**src/rtl/tm1637_pkg.sv**
```systemverilog
// tm1637_pkg: shared command classes, command bit positions, byte-FSM states and address width
package tm1637_pkg;
    localparam int TM_ADDR_W = 3;
    localparam logic [1:0] CMD_DATA = 2'b01;
    localparam logic [1:0] CMD_CTRL = 2'b10;
    localparam logic [1:0] CMD_ADDR = 2'b11;
    localparam int DC_FIXED_BIT = 2;
    localparam int DC_READ_BIT = 1;
    localparam int CC_ON_BIT = 3;
    typedef enum logic [2:0] {ST_IDLE, ST_RX_BIT, ST_ACK, ST_TX_BIT, ST_TX_ACK} byte_state_t;
endpackage

```
**src/rtl/tm1637_bus_sync.sv**
```systemverilog
// tm1637_bus_sync: synchronises tm_clk/tm_dio_in and detects CLK edges plus start/stop conditions
//   clk_50M, rst_n         : system clock, async active-low reset
//   tm_clk, tm_dio_in      : asynchronous bus lines
//   clk_rise, clk_fall     : one-cycle CLK edge strobes
//   start, stop            : DIO fall / rise while CLK is steadily high
//   dio_sync               : synchronised DIO level
module tm1637_bus_sync #(
    parameter int SYNC_STAGES = 2
) (
    input  logic clk_50M,
    input  logic rst_n,
    input  logic tm_clk,
    input  logic tm_dio_in,
    output logic clk_rise,
    output logic clk_fall,
    output logic start,
    output logic stop,
    output logic dio_sync
);
    logic [SYNC_STAGES-1:0] clk_sr, dio_sr;
    logic clk_q, dio_q, clk_s;
    // Idle bus is high, so resetting to 1 avoids phantom edges on release
    always_ff @(posedge clk_50M or negedge rst_n) begin
        if (!rst_n) begin
            clk_sr <= '1;
            dio_sr <= '1;
            clk_q <= 1'b1;
            dio_q <= 1'b1;
        end else begin
            clk_sr <= {clk_sr[SYNC_STAGES-2:0], tm_clk};
            dio_sr <= {dio_sr[SYNC_STAGES-2:0], tm_dio_in};
            clk_q <= clk_sr[SYNC_STAGES-1];
            dio_q <= dio_sr[SYNC_STAGES-1];
        end
    end
    assign clk_s = clk_sr[SYNC_STAGES-1];
    assign dio_sync = dio_sr[SYNC_STAGES-1];
    assign clk_rise = clk_s & ~clk_q;
    assign clk_fall = ~clk_s & clk_q;
    // Requiring CLK high in both samples makes a simultaneous CLK/DIO change a CLK edge only
    assign start = clk_s & clk_q & dio_q & ~dio_sync;
    assign stop = clk_s & clk_q & ~dio_q & dio_sync;
endmodule

```
**src/rtl/tm1637_responder.sv**
```systemverilog
// tm1637_responder: TM1637 device-side endpoint decoding commands into display writes and control state
//   clk_50M, rst_n                          : system clock, async active-low reset
//   tm_clk, tm_dio_in / tm_dio_oe           : bus CLK, sensed DIO, open-drain pull-low enable
//   key_data                                : byte returned on a read command
//   seg_wr_en/seg_wr_addr/seg_wr_data       : display-RAM write strobe, address, data
//   disp_on, brightness                     : display control state
//   frame_done, proto_err                   : one-cycle frame status pulses
module tm1637_responder
    import tm1637_pkg::*;
#(
    parameter int NUM_DIGITS = 6,
    parameter int SYNC_STAGES = 2
) (
    input  logic                 clk_50M,
    input  logic                 rst_n,
    input  logic                 tm_clk,
    input  logic                 tm_dio_in,
    output logic                 tm_dio_oe,
    input  logic [7:0]           key_data,
    output logic                 seg_wr_en,
    output logic [TM_ADDR_W-1:0] seg_wr_addr,
    output logic [7:0]           seg_wr_data,
    output logic                 disp_on,
    output logic [2:0]           brightness,
    output logic                 frame_done,
    output logic                 proto_err
);
    logic clk_rise, clk_fall, start, stop, dio_sync;
    byte_state_t state, state_n;
    logic [7:0] sr, sr_n, tx_byte, tx_byte_n, rx_byte, seg_wr_data_n;
    logic [3:0] bit_cnt, bit_cnt_n;
    logic [TM_ADDR_W-1:0] addr_ptr, addr_ptr_n, seg_wr_addr_n;
    logic [2:0] brightness_n;
    logic bit_hi, bit_hi_n, fixed_addr, fixed_addr_n, read_mode, read_mode_n;
    logic want_cmd, want_cmd_n, have_addr, have_addr_n, ignore, ignore_n, data_cmd, data_cmd_n;
    logic oe_n, disp_on_n, seg_wr_en_n, frame_done_n, proto_err_n;

    tm1637_bus_sync #(.SYNC_STAGES(SYNC_STAGES)) u_sync (
        .clk_50M  (clk_50M),
        .rst_n    (rst_n),
        .tm_clk   (tm_clk),
        .tm_dio_in(tm_dio_in),
        .clk_rise (clk_rise),
        .clk_fall (clk_fall),
        .start    (start),
        .stop     (stop),
        .dio_sync (dio_sync)
    );

    assign rx_byte = {dio_sync, sr[7:1]};

    always_comb begin
        state_n = state;
        sr_n = sr;
        bit_cnt_n = bit_cnt;
        bit_hi_n = bit_hi;
        tx_byte_n = tx_byte;
        addr_ptr_n = addr_ptr;
        fixed_addr_n = fixed_addr;
        read_mode_n = read_mode;
        want_cmd_n = want_cmd;
        have_addr_n = have_addr;
        ignore_n = ignore;
        data_cmd_n = data_cmd;
        oe_n = tm_dio_oe;
        disp_on_n = disp_on;
        brightness_n = brightness;
        seg_wr_addr_n = seg_wr_addr;
        seg_wr_data_n = seg_wr_data;
        seg_wr_en_n = 1'b0;
        frame_done_n = 1'b0;
        proto_err_n = 1'b0;
        if (start) begin
            state_n = ST_RX_BIT;
            oe_n = 1'b0;
            bit_cnt_n = '0;
            bit_hi_n = 1'b0;
            want_cmd_n = 1'b1;
            have_addr_n = 1'b0;
            ignore_n = 1'b0;
            data_cmd_n = 1'b0;
        end else if (stop) begin
            state_n = ST_IDLE;
            oe_n = 1'b0;
            // The stop condition's own CLK rise was counted as a bit; bit_hi removes it
            if (state != ST_IDLE && !ignore) begin
                if (state == ST_RX_BIT && bit_cnt != {3'b000, bit_hi})
                    proto_err_n = 1'b1;
                else
                    frame_done_n = 1'b1;
            end
        end else begin
            case (state)
                ST_RX_BIT: begin
                    if (clk_rise) begin
                        sr_n = rx_byte;
                        bit_cnt_n = bit_cnt + 4'd1;
                        bit_hi_n = 1'b1;
                        if (bit_cnt == 4'd7 && !ignore) begin
                            if (want_cmd) begin
                                want_cmd_n = 1'b0;
                                case (rx_byte[7:6])
                                    CMD_DATA: begin
                                        fixed_addr_n = rx_byte[DC_FIXED_BIT];
                                        read_mode_n = rx_byte[DC_READ_BIT];
                                        data_cmd_n = 1'b1;
                                    end
                                    CMD_ADDR: begin
                                        addr_ptr_n = rx_byte[TM_ADDR_W-1:0];
                                        have_addr_n = 1'b1;
                                    end
                                    CMD_CTRL: begin
                                        disp_on_n = rx_byte[CC_ON_BIT];
                                        brightness_n = rx_byte[2:0];
                                    end
                                    default: begin
                                        proto_err_n = 1'b1;
                                        ignore_n = 1'b1;
                                    end
                                endcase
                            end else if (have_addr) begin
                                if (int'(addr_ptr) < NUM_DIGITS) begin
                                    seg_wr_en_n = 1'b1;
                                    seg_wr_addr_n = addr_ptr;
                                    seg_wr_data_n = rx_byte;
                                end
                                addr_ptr_n = fixed_addr ? addr_ptr : addr_ptr + 3'd1;
                            end
                        end
                    end else if (clk_fall) begin
                        bit_hi_n = 1'b0;
                        if (bit_cnt == 4'd8) begin
                            state_n = ST_ACK;
                            oe_n = 1'b1;
                        end
                    end
                end
                ST_ACK: begin
                    if (clk_fall) begin
                        bit_cnt_n = '0;
                        bit_hi_n = 1'b0;
                        data_cmd_n = 1'b0;
                        // Releasing ACK and presenting key bit 0 share the same edge
                        state_n = (data_cmd && read_mode) ? ST_TX_BIT : ST_RX_BIT;
                        tx_byte_n = key_data;
                        oe_n = (data_cmd && read_mode) ? ~key_data[0] : 1'b0;
                    end
                end
                ST_TX_BIT: begin
                    if (clk_fall) begin
                        bit_cnt_n = bit_cnt + 4'd1;
                        state_n = (bit_cnt == 4'd7) ? ST_TX_ACK : ST_TX_BIT;
                        oe_n = (bit_cnt == 4'd7) ? 1'b0 : ~tx_byte[bit_cnt[2:0] + 3'd1];
                    end
                end
                ST_TX_ACK: begin
                    if (clk_fall) begin
                        state_n = ST_RX_BIT;
                        bit_cnt_n = '0;
                        bit_hi_n = 1'b0;
                    end
                end
                ST_IDLE: state_n = ST_IDLE;
                default: begin
                    state_n = ST_IDLE;
                    oe_n = 1'b0;
                end
            endcase
        end
    end

    always_ff @(posedge clk_50M or negedge rst_n) begin
        if (!rst_n) begin
            state <= ST_IDLE;
            sr <= '0;
            bit_cnt <= '0;
            bit_hi <= 1'b0;
            tx_byte <= '0;
            addr_ptr <= '0;
            fixed_addr <= 1'b0;
            read_mode <= 1'b0;
            want_cmd <= 1'b0;
            have_addr <= 1'b0;
            ignore <= 1'b0;
            data_cmd <= 1'b0;
            tm_dio_oe <= 1'b0;
            disp_on <= 1'b0;
            brightness <= '0;
            seg_wr_en <= 1'b0;
            seg_wr_addr <= '0;
            seg_wr_data <= '0;
            frame_done <= 1'b0;
            proto_err <= 1'b0;
        end else begin
            state <= state_n;
            sr <= sr_n;
            bit_cnt <= bit_cnt_n;
            bit_hi <= bit_hi_n;
            tx_byte <= tx_byte_n;
            addr_ptr <= addr_ptr_n;
            fixed_addr <= fixed_addr_n;
            read_mode <= read_mode_n;
            want_cmd <= want_cmd_n;
            have_addr <= have_addr_n;
            ignore <= ignore_n;
            data_cmd <= data_cmd_n;
            tm_dio_oe <= oe_n;
            disp_on <= disp_on_n;
            brightness <= brightness_n;
            seg_wr_en <= seg_wr_en_n;
            seg_wr_addr <= seg_wr_addr_n;
            seg_wr_data <= seg_wr_data_n;
            frame_done <= frame_done_n;
            proto_err <= proto_err_n;
        end
    end
endmodule

```
**config.mk**
```make
export PLATFORM = sky130hd
export DESIGN_NAME = tm1637_responder
export DESIGN_NICKNAME = d
export VERILOG_FILES = /design/src/rtl/tm1637_pkg.sv /design/src/rtl/tm1637_bus_sync.sv /design/src/rtl/tm1637_responder.sv
export SDC_FILE = /design/constraint.sdc
export NUM_CORES = 1
export LEC_CHECK = 0
export ABC_AREA = 1
export CAP_MARGIN = 25
export CORE_UTILIZATION = 35
export DETAILED_ROUTE_END_ITERATION = 6
export GPL_TIMING_DRIVEN = 0
export SLEW_MARGIN = 5
export SYNTH_ARGS = -nofsm -noshare
export SYNTH_HDL_FRONTEND = slang
export SYNTH_SLANG_ARGS = --single-unit
```
**constraint.sdc**
```tcl
create_clock -name clk_50M -period 1.6 [get_ports clk_50M]
set_input_delay 0.32 -clock clk_50M [delete_from_list [all_inputs] [get_ports clk_50M]]
set_output_delay 0.32 -clock clk_50M [all_outputs]
set_load 0.05 [all_outputs]
```
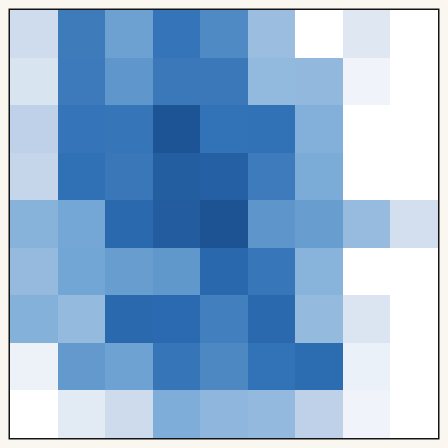
(run_1/density.png)
9 x 9 tiles, from white (low) to dark blue (high), 0 to 100% covered.
emptiest ninth of the die = upper right
fullest tile = 86%
densest ninth of the die = centre
nearly empty tiles = 16%
tiles over 75% full = 14%

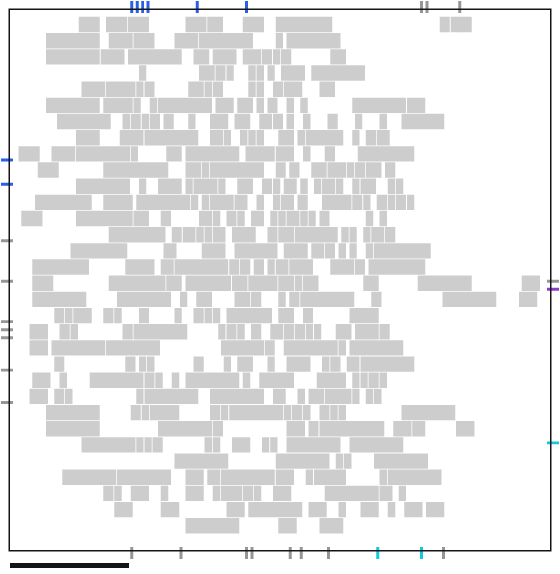
(run_1/pins.png)
The bar under the picture is 20 um long. Pins as bars across the die edge, other pins in grey.
cyan -> seg_wr_addr  # pins 3, direction output, edge 2 bottom, 1 right
purple -> proto_err  # pins 1, direction output, edge right
blue -> key_data  # pins 8, direction input, edge 6 top, 2 left
all pins by edge = 10 bottom, 9 left, 9 top, 3 right
Die H: 90.8 um
PortBufs: 30
Die X: 90.8 um

==> GITHUB_STEP_SUMMARY, run 1 <==
## Implementation flow summary

| Metric | Value |
|---|---|
| FF-to-FF Start | bit_cnt[1]$_DFFE_PN0P_ |
| Aoi share | 0.0829 |
| Xor+xnor area frac | 0.0127 |
| Status | finished, violations left |
| Comb/total area | 0.341 |
| Rows | 32 |
| Met2 routed WL | approximately 2700 um |
| Worst setup SP type | flop |
| Nets | slightly below 400 |
| Iter 0 DRT Violations | 114 |
| Most used logic cell in the final layout | nand2_1 |
| Final TNS setup | 0 ps |
| Num tapcells | just over 100 |
| Peak supply drop | approximately 0.86 mV |
| Data required, critical path | approximately 1800 ps |
| Log Warnings | 28 |
| Hold Crit Class | reg2reg |
| Initial antenna violation count | 0 |
| Min-Delay Endpoint | u_sync.dio_sr[1]$_DFF_PN1_ |
| Met1 Use GR | 0.222 |
| Endpoints failing setup | 0 |
| Relative slew slack | 0.620 |
| CTS tree | done |
| Max Slew Vio Count | 0 |
| Final hold slack | about 360 ps |
| Flop share of the area | 0.380 |
| Critical-path cell list | ha_4 -> nand3_4 -> nor2_4 -> inv_4 -> nor2_2 -> nand4_4 -> nand2_1 -> o21ai_0 |
| Met2 GRT Util | 0.225 |
| Standby leakage power | between 1.5 and 2 nW |
| Slew of the pin with the lowest slew margin | about 570 ps |
| Antenna cells | 0 |
| Post-CTS resize count | 32 |
| Synth warn | 0 |
| Share of the clock period used by the worst path | 0.980 |
| Mapped Cells | between 300 and 400 |
| Critical Setup Path Class | reg2reg |
| Io pins | 31 |
| Latency at later pin | roughly 330 ps |
| Synth Seq Share | 0.519 |
| FF+latch area | 1440 um^2 |
| Total routed wirelength | 6090 um |
| Post-synth regs | approximately 57 |
| Main logic family | simple AND/OR/NAND/NOR gates |
| Clock-cell share | 0.0601 |
| MaxCap Viol Count | 0 |
| Vias in the first global route | about 2,200 |
| Clk buf depth | 2 |
| Inverters | 34 |
| Post-DP HPWL | slightly above 4000 um |
| GR met3 Demand/Resource | 0.0387 |
| Worst Hold Launch | u_sync.dio_sr[0]$_DFF_PN1_ |
| CTS Sinks | between 50 and 60 |
| Highest Signal Layer | met4 |
| Total power draw | 5.13 mW |
| Cell count of the worst reg-to-reg path | 8 |
| Synth Area in Adders | 0.0136 |
| CP Capture Type | flop |
| Comb area | roughly 1300 um^2 |
| PD cells | about 1400 nW/um^2 |
| Worst-path clk slew | around 70 ps |
| Largest area class, layout | flip-flops and latches |
| Mux share | 0.0326 |
| Setup slack, reg-to-reg | around 33 ps |
| Remaining Overflow, GRT | 0 |
| Metal-1 WL | 2960 um |
| Final-layout clock buffer total | 10 |
| Most frequent cells in the layout | nand2_1, dfrtp_1, nand3_1 |
| Cell Area, Synth | about 2800 um^2 |
| Die area | between 8000 and 9000 um^2 |
| Largest net degree at the start of global routing | 35 |
| Yosys Instances | ~310 |
| Met3 WL | 274 um |
| Unique cell types | 33 |
| Final core occ | 0.493 |
| Clk_skew | approximately 6.7 ps |
| Simple logic cell fraction of the synthesized area | 0.281 |
| Max incr delay on CP | 430 ps |
| H-tree levels | 3 |
| Vias post-DR | approximately 2,300 |
| MI comb cells | ~220 |
| Initial Utilization | 0.359 |
| Hold path depth | 0 |
| Layout cell share with drive strength beyond 1 | 0.301 |
| CP max stage cell | dfrtp_2 |
| Max Clk Rate | between 600 and 700 MHz |
| Core area | about 7700 um^2 |
| Fin crit period | roughly 1600 ps |
| FFs & Latches | between 50 and 60 |
| Layout filler cell count | ~730 |
| Post-synth area from yosys stat | about 2800 um^2 |
| Clk root buf | clkbuf_8 |
| CP arrival | around 1800 ps |
| WL/cell | roughly 13 um |
| GPL Wtd Cong | between 0.8 and 0.9 |
| Syn avg cell area | about 8.9 um^2 |
| Number of iterations in the first detailed-routing pass | 7 |
| Layout non-clock buf frac | 0.150 |
| Failing checks | design-rule violations |
| Gr busiest metal | met2 |
| Reg2Reg Capture Point | brightness[1]$_DFFE_PN0P_ |
| Final Hold Fails | 0 |
| Cts hold-fix bufs | 1 |
| Post-CTS Setup Repair Bufs | 3 |
| Via density per instance | between 4 and 5 |
| Critical Path Fanout Max | 8 |
| RSZ-0062 raised after global routing | yes |
| Syn_nets | 327 |
| CTS buffer count | 9 |
| First-pass GRT wire length | ~10,000 um |
| Largest registers | seg_wr_data x8, tx_byte x8, sr x7 |
| Remaining antenna violation count | 0 |
| DRC | 3 |
| Gr usage total | 0.157 |
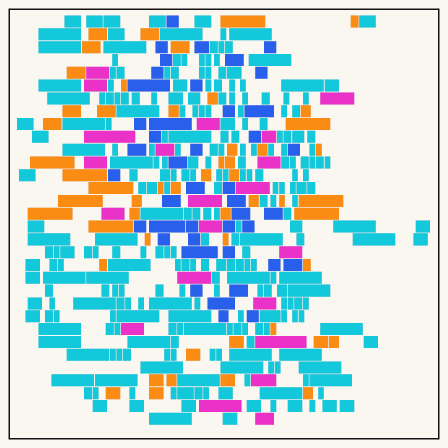
(run_1/drive_strength.png)
magenta -> drive 6 and up  # cells 21, share 5.5%
orange -> drive 2  # cells 52, share 14%
blue -> drive 3 to 4  # cells 43, share 11%
cyan -> drive 1 or less  # cells 269, share 70%
Area Overhead vs Synth: 37.1%
post-route setup slack: 32.7 ps
design area: 3790 um^2
Buffers excl. clock: 62

run 1: critical path, delay by kind of cell, from the launching register on:
family                   cells  cell delay [ps]
AND/OR/NAND/NOR              5              680
buffers and inverters        1               80
AND-OR/OR-AND                1               80
adder cells (fa/ha/maj)      1              170
flip-flops                   1              430
run 1: metrics by stage:
step                worst slack, ps  instances  cell area [um^2]
floorplan                       110        312              2760
global placement              -1650        444              3190
detailed placement             -225        445              3210
CTS                            4.45        465              3510
global route                  -50.2        487              3790
finish                         32.7        487              3790
run 1: how the worst max path moves through the flow:
stage | from | to | slack, ps
floorplan | bit_cnt[1]$_DFFE_PN0P_ | brightness[2]$_DFFE_PN0P_ | 110
global placement | rst_n | brightness[2]$_DFFE_PN0P_ | -1650
detailed placement | bit_cnt[1]$_DFFE_PN0P_ | brightness[1]$_DFFE_PN0P_ | -230
CTS | u_sync.clk_sr[1]$_DFF_PN1_ | bit_cnt[0]$_DFFE_PN0P_ | 4
global route | u_sync.clk_sr[1]$_DFF_PN1_ | state[0]$_DFFE_PN0P_ | -50
finish | bit_cnt[1]$_DFFE_PN0P_ | brightness[1]$_DFFE_PN0P_ | 30
run 1: cells in the mapped netlist (all sizes together):
master	number	area share
a21oi	7	0.013
buf	4	0.010
clkbuf	1	0.0014
dfrtp	51	0.46
dfstp	6	0.057
ha	3	0.014
inv	34	0.046
mux2	8	0.033
nand2	90	0.13
nand3	28	0.053
nand3b	2	0.0054
nand4	7	0.024
nor2	27	0.054
nor3	5	0.013
nor3b	1	0.0027
o21ai	33	0.068
o22ai	1	0.0023
xnor2	2	0.0063
xor2	2	0.0063
run 1: report_power, final:
part           switching, mW  leakage [nW]  internal, mW
Sequential             0.196         0.735          1.70
Clock                  0.600         0.113         0.924
Combinational          0.967          1.03         0.744
## Run 2: what changed since run 1
CTS_CLUSTER_SIZE = 8   (was unset)
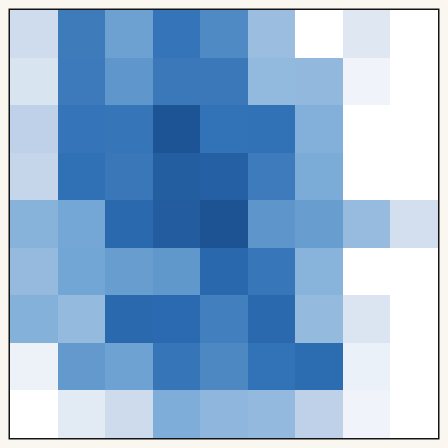
(run_2/density.png)
9 x 9 tiles, from white (low) to dark blue (high), 0 to 100% covered.
emptiest ninth of the die = upper right
mean over tiles = 44%
fullest tile = 86%
densest ninth of the die = centre

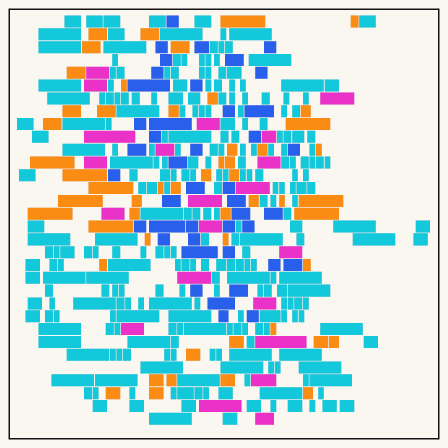
(run_2/drive_strength.png)
blue -> drive 3 to 4  # cells 43, share 11%
orange -> drive 2  # cells 52, share 14%
magenta -> drive 6 and up  # cells 21, share 5.5%
cyan -> drive 1 or less  # cells 269, share 70%

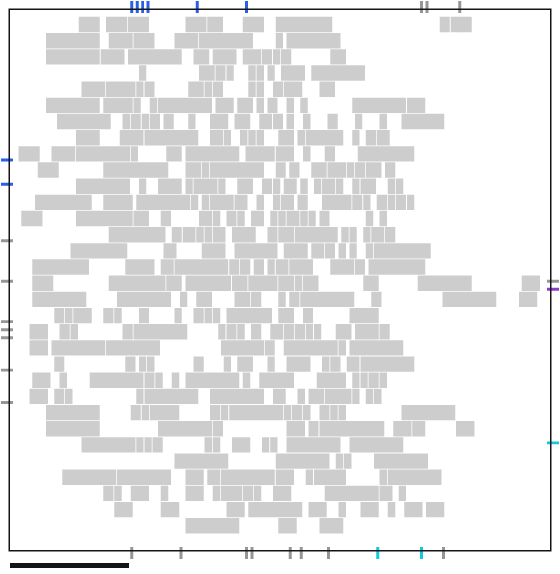
(run_2/pins.png)
The bar under the picture is 20 um long. Pins as bars across the die edge, other pins in grey.
purple -> proto_err  # pins 1, direction output, edge right
blue -> key_data  # pins 8, direction input, edge 6 top, 2 left
cyan -> seg_wr_addr  # pins 3, direction output, edge 2 bottom, 1 right
all pins by edge = 10 bottom, 9 left, 9 top, 3 right

==> run 2 against run 1 <==
The flow still finishes with violations (design-rule violations). Sequential power barely moved. Fmax did not move. Area after synthesis did not move. Die area did not move. Sequential share of layout area did not move. Setup slack did not move. Non-clock buffer count did not move. First-iteration DRC count did not move. Largest cell class unchanged. Largest power group unchanged. Highest routed layer unchanged.
==> GITHUB_STEP_SUMMARY, run 2 <==
## Implementation flow summary

| Metric | Value |
|---|---|
| Final Hold Fails | 0 |
| PortBufs | 30 |
| First-pass GRT wire length | between 10,000 and 15,000 um |
| Area Overhead vs Synth | 37.1% |
| Synth Seq Share | 0.519 |
| Remaining Overflow, GRT | 0 |
| CTS Sinks | between 50 and 60 |
| Switch Pwr | between 1.5 and 2 mW |
| Failing checks | design-rule violations |
| Vias post-DR | 2,306 |
| Slew of the pin with the lowest slew margin | 571 ps |
| CP Capture Type | flop |
| Nets | between 300 and 400 |
| Placement Setup Slack | -225 ps |
| Crit path from | bit_cnt[1]$_DFFE_PN0P_ |
| Post-DP HPWL | around 4100 um |
| Antenna cells | 0 |
| Critical Path Fanout Max | 8 |
| Number of iterations in the first detailed-routing pass | 7 |
| WL/cell | 12.5 um |
| Status | finished, violations left |
| Critical Setup Path Class | reg2reg |
| Gr usage total | 0.157 |
| Design area | around 3800 um^2 |
| H-tree levels | 3 |
| Total power draw | 5.13 mW |
| Share of the clock period used by the worst path | 0.980 |
| Initial antenna violation count | 0 |
| Syn_nets | ~330 |
| Comb/total area | 0.341 |
| FFs & Latches | between 50 and 60 |
| Num tapcells | roughly 100 |
| GR met3 Demand/Resource | 0.0387 |
| Yosys Instances | 312 |
| Post-synthesis cell type with the largest combined area | dfrtp_1 |
| Post-DP Area | roughly 3200 um^2 |
| Fraction of registers with async set/reset | 1.00 |
| Max Clk Rate | about 640 MHz |
| Final hold slack | 356 ps |
| Most used logic cell in the final layout | nand2_1 |
| Worst-path clk slew | approximately 70 ps |
| Fin crit period | approximately 1600 ps |
| Cell with the most instances after synthesis | nand2_1 |
| Log Warnings | 28 |
| Worst Hold Launch | u_sync.dio_sr[0]$_DFF_PN1_ |
| Buffers excl. clock | 62 |
| Gr busiest metal | met2 |
| Die X | just over 90 um |
| Worst setup SP type | flop |
| Unique cell types | 33 |
| Mapped Cells | around 310 |
| Post-synth area from yosys stat | 2760 um^2 |
| Vias in the first global route | roughly 2,200 |
| MaxCap Viol Count | 0 |
| Clock power share | 0.297 |
| Layout cell share with drive strength beyond 1 | 0.301 |
| Data required, critical path | between 1500 and 2000 ps |
| Via density per instance | between 4 and 5 |
| Latency at later pin | 330 ps |
| Number of enable flip-flop cells | 0 |
| Largest registers | seg_wr_data x8, tx_byte x8, sr x7 |
| MI comb cells | approximately 220 |
| Layout filler cell count | roughly 730 |
| Hold Crit Class | reg2reg |
| CP arrival | 1780 ps |
| CTS buffer count | 9 |
| Met1 Use GR | 0.222 |
| Layout non-clock buf frac | 0.150 |
| Synth warn | 0 |
| Standby leakage power | approximately 1.9 nW |
| Post-synth regs | about 57 |
| Clock-cell share | 0.0601 |
| Die H | 90.8 um |
| Clk root buf | clkbuf_8 |
| Ys flop type | dfrtp_1 |
| Total routed wirelength | a little over 6000 um |
| GPL Wtd Cong | a little under 0.9 |
| Flop share of the area | 0.380 |
| DRC | 3 |
| Post-CTS resize count | 32 |
| CTS tree | done |
==> run 2: cell counts after synthesis <==
Identical to the previous run, type by type.
==> run 2: cells by family after synthesis <==
family / count (synthesis) / synth area share
AND-OR/OR-AND: 41 / 0.0829
buffers and inverters: 39 / 0.0580
multiplexers: 8 / 0.0326
XOR/XNOR: 4 / 0.0127
AND/OR/NAND/NOR: 160 / 0.281
flip-flops: 57 / 0.519
adder cells (fa/ha/maj): 3 / 0.0136
==> run 2: power groups by stage <==
stage	logic [mW]	registers (mW)	clock network, mW
5_1_grt	1.92	1.93	1.64
3_3_place_gp	1.33	1.89	0
4_1_cts	1.47	1.88	1.56
6_report	1.71	1.90	1.52
3_5_place_dp	1.35	1.89	0
2_1_floorplan	1.03	1.87	0
==> run 2: worst max-delay path, cell delays in order (launching register included) <==
cell and delay, ps:
dfrtp_2 430, ha_4 170, nand3_4 100, nor2_4 170, inv_4 80, nor2_2 150
nand4_4 170, nand2_1 90, o21ai_0 80
==> run 2: stage by stage <==
step,setup TNS [ps],cells
after floorplan,0,312
after global placement,-91790,444
after detailed placement,-2050,445
after CTS,0,465
after global routing,-379,487
final,0,487
==> run 2: final timing paths <==
path | endpoint | slack [ps] | cells after the start
min reg2reg | u_sync.dio_sr[1]$_DFF_PN1_ | 360 | 0
min in group asynchronous | bit_cnt[1]$_DFFE_PN0P_ | 510 | 2
max | brightness[1]$_DFFE_PN0P_ | 30 | 8
min | u_sync.dio_sr[1]$_DFF_PN1_ | 360 | 0
max reg2reg | brightness[1]$_DFFE_PN0P_ | 30 | 8
max in group asynchronous | state[2]$_DFFE_PN0P_ | 500 | 3
==> run 2: layer usage <==
metal / share of wire / vias up
met5: 0 / -
met4: 0.018 / 0
met3: 0.045 / 9
met2: 0.45 / 51
met1: 0.49 / 1096
li1: - / 1150
==> run_2/final_placement.png <==
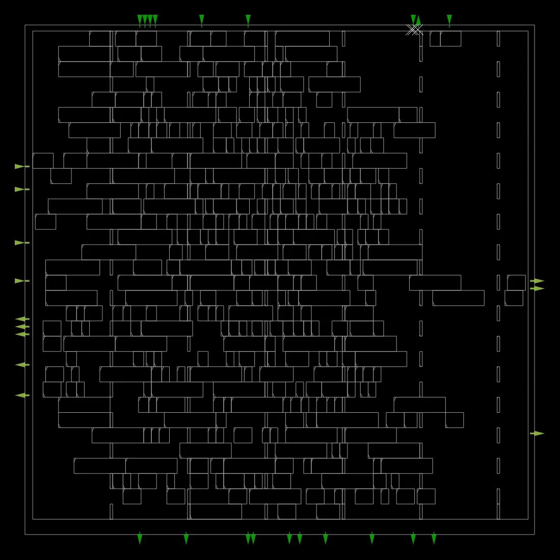

## Run 3: what changed since run 2
CTS_CLUSTER_SIZE = unset   (was 8)
SYNTH_HIERARCHICAL = 1   (was unset)
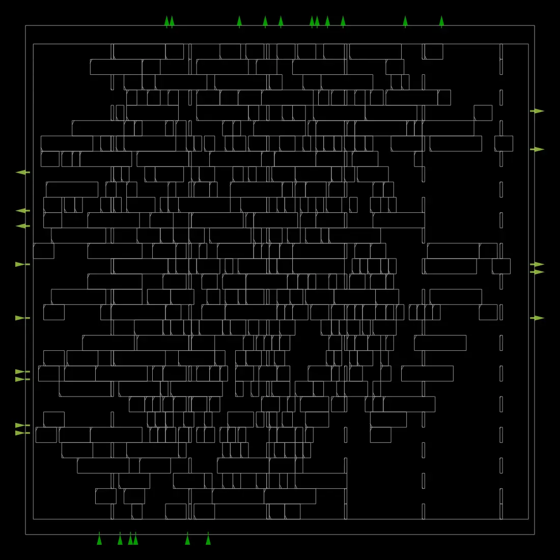
(run_3/final_placement.png)
layout filler cell count: 677
num tapcells: 99

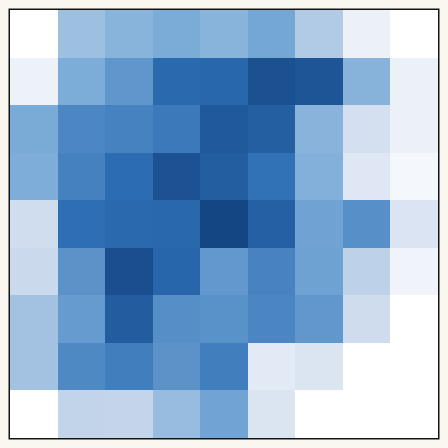
(run_3/density.png)
9 x 9 tiles, from white (low) to dark blue (high), 0 to 100% covered.
emptiest ninth of the die = lower right
tiles over 75% full = 21%
densest ninth of the die = centre
nearly empty tiles = 11%
final core occ: 0.519
Initial Utilization: 0.369

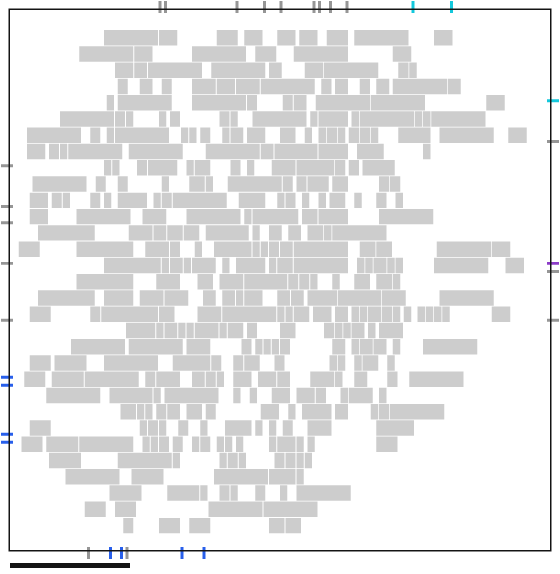
(run_3/pins.png)
The bar under the picture is 20 um long. Pins as bars across the die edge, other pins in grey.
purple -> proto_err  # pins 1, direction output, edge right
cyan -> seg_wr_addr  # pins 3, direction output, edge 2 top, 1 right
blue -> key_data  # pins 8, direction input, edge 4 bottom, 4 left
all pins by edge = 11 top, 9 left, 6 bottom, 5 right
Die X: 90.3 um
Die H: 90.3 um

==> run 3 against run 2 <==
The run ends with negative setup slack left. Die area decreased by 1.2%. Non-clock buffer count grew 2. Critical path depth increased by 1. Design area is 1.6% higher. Sequential cell count is the same. Critical path type unchanged. Largest cell class unchanged.
==> GITHUB_STEP_SUMMARY, run 3 <==
## Implementation flow summary

| Metric | Value |
|---|---|
| Comb area | about 1300 um^2 |
| Clk_skew | around 10 ps |
| Clk buf depth | 2 |
| WL/cell | approximately 13 um |
| Highest Signal Layer | met4 |
| Latency at later pin | roughly 330 ps |
| Clock-cell share | 0.0468 |
| Logic pwr share | 0.344 |
| Iter 0 DRT Violations | 181 |
| Max Slew Vio Count | 0 |
| Gr busiest metal | met2 |
| Failing checks | negative setup slack |
| Post-route setup slack | -159 ps |
| Total routed wirelength | 6260 um |
| Inverters | between 40 and 50 |
| Post-synthesis cell type with the largest combined area | dfrtp_1 |
| Endpoints failing setup | 39 |
| Flop share of the area | 0.373 |
| Met2 GRT Util | 0.228 |
| Final Hold Fails | 0 |
| Clock power share | 0.257 |
| Nets | between 300 and 400 |
| Worst-path clk slew | roughly 70 ps |
| RSZ-0062 raised after global routing | yes |
| GR met3 Demand/Resource | 0.0303 |
| CTS Sinks | 57 |
| Largest type area fraction | 0.467 |
| Buffers excl. clock | around 64 |
| Cell with the most instances after synthesis | nand2_1 |
| Non-Filler Instances | ~480 |
| Max Clk Rate | approximately 570 MHz |
| Data required, critical path | 1820 ps |
| Log Warnings | 30 |
| CP Capture Type | flop |
| Standby leakage power | between 1.5 and 2 nW |
| DRC | 0 |
| Cts hold-fix bufs | 0 |
| Total power draw | around 4.7 mW |
| Largest net degree at the start of global routing | 32 |
| Rows | 31 |
| CP arrival | a little under 2000 ps |
| Largest registers | seg_wr_data x8, tx_byte x8, sr x7 |
| Remaining Overflow, GRT | 0 |
| Crit path to | seg_wr_addr[0]$_DFFE_PN0P_ |
| PortBufs | 30 |
| Layout non-clock buf frac | 0.167 |
| Syn avg cell area | 8.86 um^2 |
| MaxCap Viol Count | 0 |
| Design area | ~3800 um^2 |
| Unique cell types | 34 |
| Setup slack, reg-to-reg | -160 ps |
| Reg2Reg Capture Point | seg_wr_addr[0]$_DFFE_PN0P_ |
| Final-layout clock buffer total | 10 |
| Status | finished, violations left |
| Final TNS setup | -3650 ps |
| First-pass GRT wire length | 10,100 um |
| Remaining antenna violation count | 0 |
| Post-DP HPWL | slightly above 4000 um |
| Slew of the pin with the lowest slew margin | between 600 and 700 ps |
| H-tree levels | 3 |
| Gr usage total | 0.155 |
| Peak supply drop | between 0.5 and 0.6 mV |
| Cell count of the worst reg-to-reg path | 9 |
| Critical Path Fanout Max | 7 |
| GPL Wtd Cong | roughly 0.83 |
| FF+latch area | 1430 um^2 |
| Internal power | about 3 mW |
| Antenna cells | 0 |
| Post-DP Area | about 3200 um^2 |
| Vias in the first global route | 2,159 |
| Fin crit period | 1760 ps |
| CTS tree | done |
| Largest area class, layout | flip-flops and latches |
| Met2 routed WL | roughly 2900 um |
| Vias post-DR | ~2,300 |
| Hold Crit Class | in2async |
| Yosys Instances | around 310 |
| Initial antenna violation count | 0 |
| Number of iterations in the first detailed-routing pass | 4 |
| Metal-1 WL | around 3100 um |
| Met3 WL | between 150 and 200 um |
| Final hold slack | just under 6 ps |
| Post-synth regs | around 57 |
| Area Overhead vs Synth | 40.9% |
| Comb/total area | 0.335 |
| Via density per instance | about 4.7 |
| Post-synth area from yosys stat | 2730 um^2 |
| Clk root buf | clkbuf_8 |
| Placed Instances | around 440 |
| Share of the clock period used by the worst path | 1.10 |
| PD cells | ~1200 nW/um^2 |
| Met1 Use GR | 0.215 |
| Most frequent cells in the layout | nand2_1, dfrtp_1, inv_1 |
| Post-synth top cells | nand2_1, dfrtp_1, inv_1 |
| Number of enable flip-flop cells | 0 |
| Relative slew slack | 0.576 |
| Switch Pwr | 1.79 mW |
| Crit path from | u_sync/clk_sr[1]$_DFF_PN1_ |
| CTS buffer count | 9 |
| Synth warn | 6 |
| Flop pwr share | 0.399 |
| Top area cell types | dfrtp_1, nand2_1, dfstp_2, inv_1, o21ai_0 |
| Most used logic cell in the final layout | nand2_1 |
| Core area | 7410 um^2 |
| Cell Area, Synth | between 2000 and 3000 um^2 |
| Switching share of power | 0.376 |
| Io pins | 31 |
| Syn_nets | about 320 |
| FF-to-FF Start | u_sync/clk_sr[1]$_DFF_PN1_ |
| Mapped Cells | a little over 300 |
==> run 3: power by group through the flow <==
stage / sequential [mW] / clock (mW) / combinational [mW]
2_1_floorplan: 1.88 / 0 / 1.03
3_3_place_gp: 1.90 / 0 / 1.34
3_5_place_dp: 1.90 / 0 / 1.36
4_1_cts: 1.88 / 1.25 / 1.45
5_1_grt: 1.92 / 1.32 / 1.80
6_report: 1.89 / 1.22 / 1.63
==> run 3: what timing repair did <==
action / 4_1_cts / 5_1_grt
setup buffers: 14 / 13
gates cloned: 0 / 2
setup endpoints to repair: 64 / 49
pin swaps: 16 / 18
resized: 48 / 53
==> run 3: cells by family after synthesis <==
logic type / Yosys count / synth area share
AND/OR/NAND/NOR: 139 / 0.242
flip-flops: 57 / 0.525
AND-OR/OR-AND: 51 / 0.101
buffers and inverters: 49 / 0.0724
multiplexers: 7 / 0.0385
adder cells (fa/ha/maj): 3 / 0.0138
XOR/XNOR: 2 / 0.00642
==> run 3: worst max-delay path: stages, from the launching register on <==
cell	delay, ps
dfstp_2	580
buf_6	120
inv_4	30
nor2_4	100
nand3_4	120
nor2_8	210
nand3_4	170
clkbuf_16	210
nand2_2	50
o21ai_1	50
==> run 3: how the worst min path moves through the flow <==
stage,start,to,cells past startpoint
floorplan,rst_n,addr_ptr[0]$_DFFE_PN0P_,0
global placement,u_sync/dio_sr[0]$_DFF_PN1_,u_sync/dio_sr[1]$_DFF_PN1_,0
detailed placement,u_sync/dio_sr[0]$_DFF_PN1_,u_sync/dio_sr[1]$_DFF_PN1_,0
CTS,rst_n,tx_byte[4]$_DFFE_PN0P_,1
global route,rst_n,tx_byte[4]$_DFFE_PN0P_,1
finish,rst_n,tx_byte[4]$_DFFE_PN0P_,1
Power is estimated from default activity; no workload was simulated.
